--- src/rtl/cnn_mem_arb.sv ---
// rtl/cnn_mem_arb.sv - host/engine arbiter and sequencer for the single-port CNN memory
// Optional CNN_ARB_PERF_EN adds saturating grant/stall counters.
module cnn_mem_arb #(
  parameter int ADDR_W    = 19,
  parameter int DATA_W    = 8,
  parameter int MEM_DEPTH = 375000,
  parameter int LOCK_MAX  = 64
) (
  input  logic              clk,
  input  logic              reset,
  input  logic              h_chipselect,
  input  logic              h_read,
  input  logic              h_write,
  input  logic [ADDR_W-1:0] h_address,
  input  logic [DATA_W-1:0] h_writedata,
  output logic              h_waitrequest,
  output logic              h_readdatavalid,
  output logic [DATA_W-1:0] h_readdata,
  input  logic              e_req,
  input  logic              e_we,
  input  logic [ADDR_W-1:0] e_addr,
  input  logic [DATA_W-1:0] e_wdata,
  input  logic              e_lock,
  output logic              e_gnt,
  output logic              e_rvalid,
  output logic [DATA_W-1:0] e_rdata,
  output logic              err_oor,
  output logic              m_chipselect,
  output logic              m_read,
  output logic              m_write,
  output logic [ADDR_W-1:0] m_address,
  output logic [DATA_W-1:0] m_writedata,
  input  logic [DATA_W-1:0] m_readdata
`ifdef CNN_ARB_PERF_EN
  ,
  output logic [31:0]       perf_host_gnt,
  output logic [31:0]       perf_eng_gnt,
  output logic [31:0]       perf_host_stall
`endif
);

  localparam int LW = $clog2(LOCK_MAX + 1);
  localparam logic [31:0] DEPTH_U = 32'(MEM_DEPTH);

  typedef enum logic {PTR_HOST = 1'b0, PTR_ENG = 1'b1} ptr_t;

  ptr_t          ptr_q, ptr_d;
  logic          prev_eng_q, prev_eng_d;
  logic [LW-1:0] lock_cnt_q, lock_cnt_d;

  logic              host_req;
  logic              gnt_h, gnt_e, any_gnt;
  logic [ADDR_W-1:0] sel_addr;
  logic [DATA_W-1:0] sel_wdata;
  logic              sel_we;
  logic              oor;

  logic rd1_vld, rd1_host, rd1_oor;

  assign host_req = h_chipselect & (h_read | h_write);

  always_ff @(posedge clk) begin
    if (!reset) begin
      ptr_q      <= PTR_HOST;
      prev_eng_q <= 1'b0;
      lock_cnt_q <= '0;
    end else begin
      ptr_q      <= ptr_d;
      prev_eng_q <= prev_eng_d;
      lock_cnt_q <= lock_cnt_d;
    end
  end

  // Lock is honoured only while the engine owns the previous grant, and only
  // until the host has watched LOCK_MAX engine grants go by.
  always_comb begin
    gnt_h      = 1'b0;
    gnt_e      = 1'b0;
    ptr_d      = ptr_q;
    prev_eng_d = prev_eng_q;
    lock_cnt_d = lock_cnt_q;
    if (reset) begin
      if (host_req && e_req) begin
        if (lock_cnt_q == LW'(LOCK_MAX))  gnt_h = 1'b1;
        else if (e_lock && prev_eng_q)    gnt_e = 1'b1;
        else if (ptr_q == PTR_HOST)       gnt_h = 1'b1;
        else                              gnt_e = 1'b1;
      end else if (host_req) begin
        gnt_h = 1'b1;
      end else if (e_req) begin
        gnt_e = 1'b1;
      end
      if (gnt_h) begin
        ptr_d      = PTR_ENG;
        prev_eng_d = 1'b0;
      end else if (gnt_e) begin
        ptr_d      = PTR_HOST;
        prev_eng_d = 1'b1;
      end
      if (!host_req || gnt_h) lock_cnt_d = '0;
      else if (gnt_e)         lock_cnt_d = lock_cnt_q + LW'(1);
    end
  end

  assign any_gnt   = gnt_h | gnt_e;
  assign sel_addr  = gnt_h ? h_address : e_addr;
  assign sel_wdata = gnt_h ? h_writedata : e_wdata;
  assign sel_we    = gnt_h ? h_write : e_we;
  assign oor       = any_gnt & (32'(sel_addr) >= DEPTH_U);

  assign m_chipselect  = any_gnt & ~oor;
  assign m_read        = m_chipselect & ~sel_we;
  assign m_write       = m_chipselect & sel_we;
  assign m_address     = m_chipselect ? sel_addr : '0;
  assign m_writedata   = m_write ? sel_wdata : '0;
  assign h_waitrequest = ~reset | (host_req & ~gnt_h);
  assign e_gnt         = gnt_e;

  // Stage 1 carries the owner tag alongside the memory's registered read;
  // stage 2 captures the data and raises the owner's valid.
  always_ff @(posedge clk) begin
    if (!reset) begin
      rd1_vld         <= 1'b0;
      rd1_host        <= 1'b0;
      rd1_oor         <= 1'b0;
      h_readdatavalid <= 1'b0;
      h_readdata      <= '0;
      e_rvalid        <= 1'b0;
      e_rdata         <= '0;
      err_oor         <= 1'b0;
    end else begin
      rd1_vld         <= any_gnt & ~sel_we;
      rd1_host        <= gnt_h;
      rd1_oor         <= oor;
      h_readdatavalid <= rd1_vld & rd1_host;
      e_rvalid        <= rd1_vld & ~rd1_host;
      if (rd1_vld && rd1_host)  h_readdata <= rd1_oor ? '0 : m_readdata;
      if (rd1_vld && !rd1_host) e_rdata    <= rd1_oor ? '0 : m_readdata;
      if (oor) err_oor <= 1'b1;
    end
  end

`ifdef CNN_ARB_PERF_EN
  always_ff @(posedge clk) begin
    if (!reset) begin
      perf_host_gnt   <= '0;
      perf_eng_gnt    <= '0;
      perf_host_stall <= '0;
    end else begin
      if (gnt_h && perf_host_gnt != '1) perf_host_gnt <= perf_host_gnt + 32'd1;
      if (gnt_e && perf_eng_gnt != '1)  perf_eng_gnt  <= perf_eng_gnt + 32'd1;
      if (host_req && !gnt_h && perf_host_stall != '1)
        perf_host_stall <= perf_host_stall + 32'd1;
    end
  end
`endif

endmodule

--- config.mk ---
export PLATFORM = sky130hd
export DESIGN_NAME = cnn_mem_arb
export DESIGN_NICKNAME = d
export VERILOG_FILES = /design/src/rtl/cnn_mem_arb.sv
export SDC_FILE = /design/constraint.sdc
export NUM_CORES = 1
export LEC_CHECK = 0
export CELL_PAD_IN_SITES_DETAIL_PLACEMENT = 1
export CELL_PAD_IN_SITES_GLOBAL_PLACEMENT = 1
export CORE_ASPECT_RATIO = 2
export CORE_UTILIZATION = 23
export DETAILED_ROUTE_END_ITERATION = 10
export GPL_TIMING_DRIVEN = 0
export PLACE_DENSITY_LB_ADDON = 0.15
export SYNTH_ARGS = -nofsm -noshare
export SYNTH_HDL_FRONTEND = slang
export SYNTH_SLANG_ARGS = --single-unit
--- constraint.sdc ---
create_clock -name clk -period 1.8 [get_ports clk]
set_input_delay 0.18 -clock clk [delete_from_list [all_inputs] [get_ports clk]]
set_output_delay 0.18 -clock clk [all_outputs]
set_load 0.005 [all_outputs]
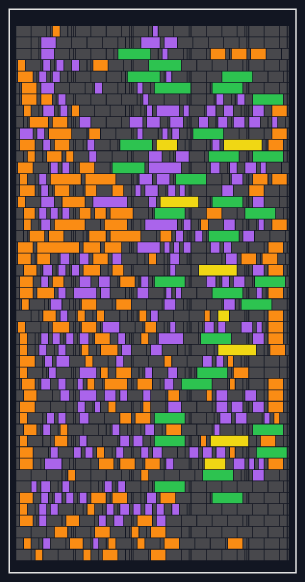
Fig. 1. Placement by cell class (run 1).
Fill, decap, tap and diode cells in grey.
yellow -> clock drivers and dummy loads  # cells 8, share of their area 4.5%
orange -> other buffers and delay cells  # cells 162, share of their area 40%
purple -> combinational and other logic  # cells 209, share of their area 37%
green -> flops  # cells 31, share of their area 18%

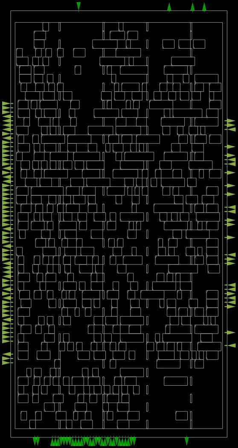
Fig. 2. Placed standard cells (run 1).
Seq/total area: 17.3%
seq_cells: 31
Tap Cells: 98
post-layout util: 43.7%
FILL cells: 1,033

==> results_slide.txt, run 1 <==
Flow Results at a Glance

Finish
  – Invs w/o clock: 4
  – Area grow syn2layout: 81.2%
  – Non-clock buffer share: 38.7%

Hold path
  – Worst hold stages: 2

Timing
  – Hold Slack: 0.322 ns
  – Setup slack after layout: -0.322 ns
  – # setup viols final: 32
  – RSZ-0062 raised after global routing: yes
  – Clock skew: 0.00376 ns
  – Minimum clock period: 2.12 ns
  – Fin crit share: 118%

Global route
  – GR Layer Usage met2: 41.3%
  – Most Crowded Layer GR: met2
  – First-pass GRT wire length: 13.5 mm
  – Initial antenna violation count: 0

Yosys
  – Area reported by Yosys stat: 2010 sq um
  – Ys Warns: 0
  – Synth Seq Share: 30.8%
  – Synth top cells by count: 45 x nand3_1, 31 x dfxtp_1, 27 x a21oi_1, 16 x nand2_1, 16 x o21ai_0
  – Floorplan net count: 334
  – Ys cells: 262

Pwr
  – Sw Pwr: 0.584 mW
  – Combinational power share: 27.6%
  – Power Combinational: 0.612 mW
  – Pwr Total: 2.22 mW
  – Top pwr grp: the clock network
  – Clock Power: 0.886 mW

Critical path
  – Levels on crit path: 9
  – Highest fanout seen on the critical path: 9
  – Reg2Reg Depth: 7

Clocking
  – Total of cells resized after clock tree synthesis: 196
  – CTS hold repair buffers: 0
  – CTS tree: yes

Placement
  – Placer Congestion: 0.834

Outcome
  – Failing checks: negative setup slack
  – Status: finished with violations

Route
  – Initial DRT Pass Iterations: 4
  – Met3 wire len: 548 um
  – Max layer used: met4

Die
  – Initial core utilization: 24.1%
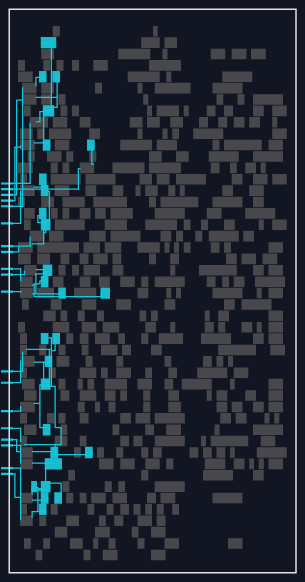
Fig. 3. Wires at chosen ports, followed through buffers (run 1).
cyan -> h_address  # bits 19, direction input, end cells 27, buffers 19, wire 483 um
number of port buffers: 119
Ports: 121

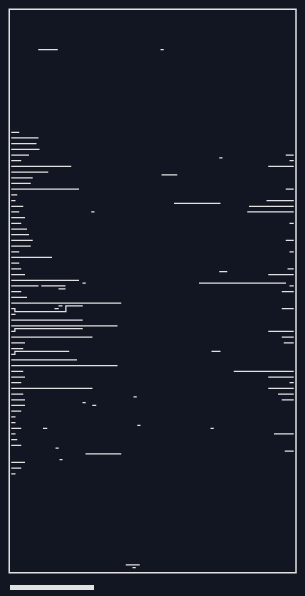
Fig. 4. Signal wires on met3 (run 1).
Bar = 20 um.
nets with wire on the layer = 96
main direction = horizontal
drt total wl: 8.83 mm
GRT met3 Usage: 4.17%
via count: 2,595

run 1: kinds of logic (layout without fill, tap and decap cells):
kind of cell,Yosys count,in the layout,share of synthesized area [%]
fa+ha+maj,2,2,1.24
compound gates,68,68,21.6
simple gates,127,128,35.3
xor+xnor,5,5,2.18
buf+inv,27,174,7.03
flops,31,31,30.8
mux,2,2,1.87
run 1: flip-flops by register name, summed over array words and instances (netlist names):
| name | cells |
|---|---|
| e_rdata | 8 |
| h_readdata | 8 |
| lock_cnt_q | 7 |
| e_rvalid | 1 |
| err_oor | 1 |
| h_readdatavalid | 1 |
| prev_eng_q | 1 |
| ptr_q | 1 |
| rd1_host | 1 |
| rd1_oor | 1 |
| rd1_vld | 1 |
run 1: final timing paths:
check	startpoint	end	slack [ns]
hold reg to reg	lock_cnt_q[0]	lock_cnt_q[0]	0.44
setup reg to reg	lock_cnt_q[4]	err_oor	-0.01
hold / removal	reset	e_rdata[0]	0.32
setup / recovery	lock_cnt_q[4]	m_address[2]	-0.32
run 1: cell usage in the layout, fill, tap and decap left out, types with 2 or more instances in the layout:
cell and count:
clkdlybuf4s50_1 64, inv_1 3, o2111ai_1 2, a21o_1 2, dfxtp_2 5, dfxtp_1 25, and2_1 2, buf_6 7
nand4_1 11, o21a_1 6, nand2_1 15, buf_2 33, clkbuf_8 2, a21oi_2 5, nor3b_1 8, o21ai_0 3
clkdlybuf4s15_1 2, o21ai_1 13, nor2b_1 10, a21oi_1 22, clkbuf_16 5, nand3b_1 8, and4_1 2, clkbuf_2 8
buf_12 4, and3_1 4, or3_1 2, dlygate4sd2_1 17, nand3_1 44, or4_4 2, a31oi_1 2, buf_4 13
a21boi_0 8, xor2_1 4, clkbuf_1 6, nor2_1 12, buf_8 5
==> inputs of run 2 (changes only) <==
--- a/config.mk
+++ b/config.mk
@@ -5,6 +5,7 @@
 export SDC_FILE = /design/constraint.sdc
 export NUM_CORES = 1
 export LEC_CHECK = 0
+export CAP_MARGIN = 10
 export CELL_PAD_IN_SITES_DETAIL_PLACEMENT = 1
 export CELL_PAD_IN_SITES_GLOBAL_PLACEMENT = 1
 export CORE_ASPECT_RATIO = 2
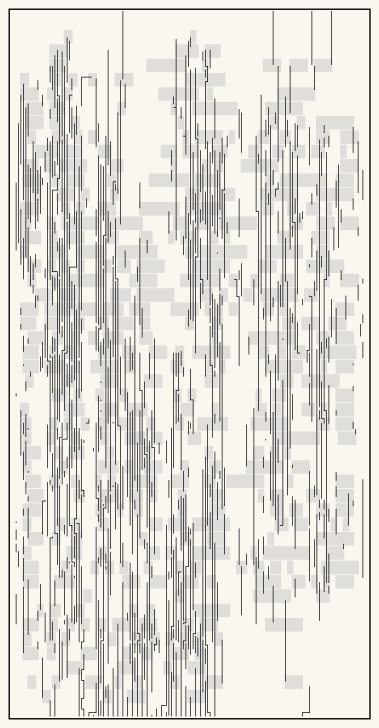
Fig. 5. Met2 routing (run 2).
share of all routed wire = 60%
wire length on this layer = 5,290 um
main direction = vertical
nets with wire on the layer = 437
GR Layer Usage met2: 41.3%

==> run 2 against run 1 <==
  * The run still ends with negative setup slack left
  * Area after synthesis stayed put
  * Non-clock buffer count stayed put
  * Final area stayed put
  * Sequential power hardly changed
  * Critical path depth stayed put
  * Flip-flop count stayed put
  * Maximum frequency stayed put
  * Clock power hardly changed
  * Clock-buffer cell count stayed put
==> results_slide.txt, run 2 <==
Flow Results at a Glance

Yosys
  – Floorplan net count: 334 (unchanged)
  – Synth top cells by count: 45 x nand3_1, 31 x dfxtp_1, 27 x a21oi_1, 16 x nand2_1, 16 x o21ai_0
  – Synth Seq Share: 30.8% (unchanged)
  – Comb area leader: simple AND/OR/NAND/NOR gates
  – Mux share: 1.87% (unchanged)
  – Area reported by Yosys stat: 2010 sq um (unchanged)
  – Post-synthesis simple-gate area fraction: 35.3% (unchanged)

Timing
  – RSZ-0062 raised after global routing: yes
  – Minimum clock period: 2.12 ns (unchanged)
  – # setup viols final: 32 (unchanged)
  – Setup slack after layout: -0.322 ns (unchanged)

Finish
  – Top Layout Cells: 64 x clkdlybuf4s50_1, 44 x nand3_1, 33 x buf_2, 25 x dfxtp_1, 22 x a21oi_1
  – Top flop regs: e_rdata: 8 flops, h_readdata: 8 flops, lock_cnt_q: 7 flops
  – Highest-count logic cell in the final layout: clkdlybuf4s50_1

Pwr
  – Combinational power share: 27.6% (about the same)

Outcome
  – Failing checks: negative setup slack
  – Status: finished with violations

Route
  – Max layer used: met4
  – Drt total wl: 8.83 mm (unchanged)
  – Initial DRT Pass Iterations: 4 (unchanged)
  – Via count: 2,595 (unchanged)
  – Met3 wire len: 548 um (unchanged)

Placement
  – Placer Congestion: 0.834 (unchanged)
  – Number of port buffers: 119 (unchanged)

Clocking
  – CTS tree: yes
[run 2: worst reg2reg max path, delay by kind of cell (launching register included)]
kind	cells	cell delay [ns]
muxes	1	0.20
AOI/OAI and AO/OA	3	0.55
DFF	1	0.34
buffers and inverters	2	0.29
and+or+nand+nor	1	0.32
[run 2: repair_timing]
action / CTS / global route
hold buffers: 0 / 0
pin swaps: 25 / 5
setup endpoints to repair: 34 / 34
setup buffers: 17 / 0
gates resized: 196 / 24
gates cloned: 4 / 0
[run 2: path summary, 6_finish.rpt]
check / start / endpoint / slack (ns) / depth (start not counted)
worst max-delay path: lock_cnt_q[4] / m_address[2] / -0.32 / 9
worst max register to register: lock_cnt_q[4] / err_oor / -0.01 / 7
worst min register to register: lock_cnt_q[0] / lock_cnt_q[0] / 0.44 / 1
worst min-delay path: reset / e_rdata[0] / 0.32 / 2
[run 2: cell type report]
cell class                      instances  area, sq um  share of cell area [%]
Buffer                                 23          190                    5.22
Clock inverter                          1         7.51                   0.206
Sequential cell                        31          631                    17.3
Tap cell                               98          123                    3.36
Timing Repair Buffer                  139         1220                    33.5
Multi-Input combinational cell        205         1300                    35.7
Inverter                                4         17.5                   0.480
Clock buffer                            7          153                    4.19
[run 2: power groups by stage]
| stage | registers (mW) | clock network, mW | logic, mW |
|---|---|---|---|
| global placement | 0.737 | 0 | 0.556 |
| floorplan | 0.737 | 0 | 0.219 |
| global route | 0.725 | 0.944 | 0.657 |
| CTS | 0.722 | 0.910 | 0.608 |
| detailed placement | 0.738 | 0 | 0.559 |
| finish | 0.722 | 0.886 | 0.612 |
[run 2: stage by stage]
step / cell area (sq um) / instances
after floorplan: 2010 / 262
after global placement: 3330 / 479
after detailed placement: 3330 / 479
after CTS: 3620 / 508
after global routing: 3650 / 508
final: 3650 / 508
No activity file was given, so power comes from the tool's default toggle rates.
